Design fetch_stage_flat, sky130hd; sources not shown.
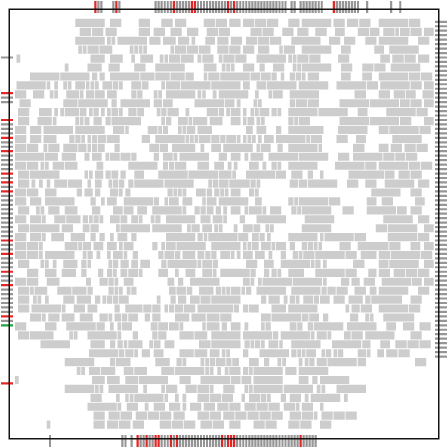
(pin placement)
Pins as bars across the die edge, other pins in gray.
- green: bus_AddrMode (pins 1; direction input; edge left)
- red: bus_pc_d (pins 32; direction output; edge 13 left, 11 bottom, 8 top)
- all pins by edge: 76 right, 72 top, 64 bottom, 52 left
Port Buffers: 259
Die X: 130.4 um
DIE HEIGHT: 130.4 um

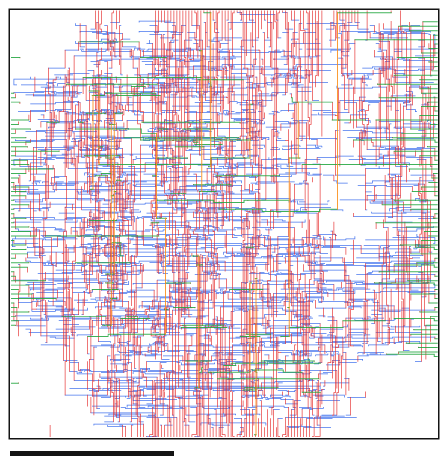
(metal layers overlaid)
Scale bar: 50 um.
- orange: M4 (wire length 575 um)
- blue: M1 (wire length 9900 um)
- green: M3 (wire length 1740 um)
- red: M2 (wire length 11100 um)
total number of vias: 7108
Tot GR Track Use: 27.40%
Routed Wire Length: 23280 um
Routed wire per std cell: 17.70 um

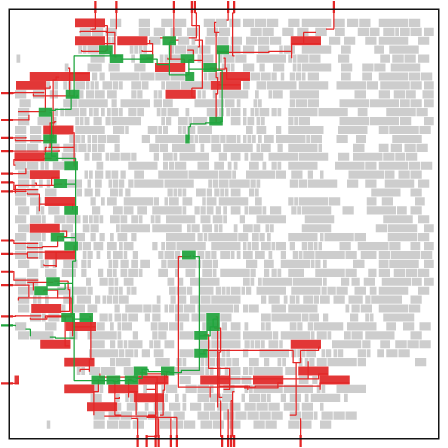
(port wiring)
- green: bus_AddrMode (bits 1; direction input; edge left; end cells 33; wire 356 um)
- red: bus_pc_d (bits 32; direction output; edge 13 left, 11 bottom, 8 top; end cells 32; wire 1260 um)
boundary pin count: 264

==> results.sh <==
# source this file to load flow results
export IMPL_max_freq_ghz=0.2890
export IMPL_p_int_uw=3802
export IMPL_tightest_slew_ps=756.0
export IMPL_area_delta_synth_final_pct=40.22
export IMPL_drcViolationCount=0
export IMPL_slew_headroom_pct=49.60
export IMPL_first_iter_violations=487
export IMPL_rrSetupSlack_ps=1530
export IMPL_yosys_area_share_xor_xnor_pct=9.493
export IMPL_antenna_cells=0
export IMPL_edf_count=0
export IMPL_arrival_ps=3810
export IMPL_switching_power_uw=3006
export IMPL_path_clk_slew_ps=60
export IMPL_min_period_over_period_pct=76.05
export IMPL_min_path_cells=2
export IMPL_skew_ps=8.417
export IMPL_cp_max_fo=33
export IMPL_outcome="complete, no violations"
export IMPL_yosys_top_cells_count="nand2_1 (200), dfrtp_1 (123), o21ai_0 (66)"
export IMPL_ff_type="dfrtp_1"
export IMPL_power_uw=6807
export IMPL_synth_area_per_cell_um2=8.807
export IMPL_async_flop_share_pct=100.0
export IMPL_critPathBufInv=2
export IMPL_cts_sinks=126
export IMPL_floorplan_core_util_pct=48.44
export IMPL_slew_violations=0
export IMPL_cp_num_cells=12
export IMPL_ctsResizeCount=0
export IMPL_setup_worst_path_start_class="input port"
[cell type report]
class	count	area (um^2)
fill	1275	5134
multi-input combinational	661	4099
sequential	126	3157
timing repair buffer	269	2680
clock buffer	20	456.7
tap	216	270.3
clock inverter	12	160.2
inverter	11	43.79
[kinds of logic after synthesis]
kind of cell,after synthesis
compound gates,179
xor+xnor,84
fa+ha+maj,33
buf+inv,96
flops,126
mux,32
other cells,1
simple gates,329
[worst reg2reg max path, stage by stage (launching register included)]
cell and delay [ps]:
dfrtp_1 430, mux2_2 280, ha_1 360, and2_1 170, nand3_1 80, a211oi_1 290, o21ai_0 180, a211oi_1 570
nand3_1 180, a32o_1 300, nor2_1 120
[per-stage QoR]
| step | area, um^2 | util [%] | std cells | hold slack (ps) | setup WS, ps |
|---|---|---|---|---|---|
| after floorplan | 7761 | - | 883 | 484.9 | 744.0 |
| after global placement | 10250 | 64.06 | 1283 | 460.9 | 750.6 |
| after detailed placement | 10250 | 64.06 | 1283 | 465.8 | 686.8 |
| after CTS | 10870 | 67.92 | 1315 | 481.5 | 1134 |
| after global routing | 10870 | 67.92 | 1315 | 500.9 | 834.0 |
| final | 10870 | 67.92 | 1315 | 476.0 | 1090 |
[power groups by stage]
stage / combinational, uW / sequential (uW) / clock [uW]
finish: 3420 / 1980 / 1410
global route: 3640 / 2040 / 1480
CTS: 3420 / 1970 / 1430
detailed placement: 3400 / 1980 / 0
global placement: 3370 / 1980 / 0
floorplan: 1630 / 2470 / 0
[routing by layer]
layer | routed length, um | GRT usage (%) | vias up
met5 | 0 | 0 | -
met4 | 574 | 10.55 | 0
met3 | 1742 | 6.678 | 40
met2 | 11060 | 44.74 | 302
met1 | 9894 | 35.17 | 3378
li1 | - | - | 3388
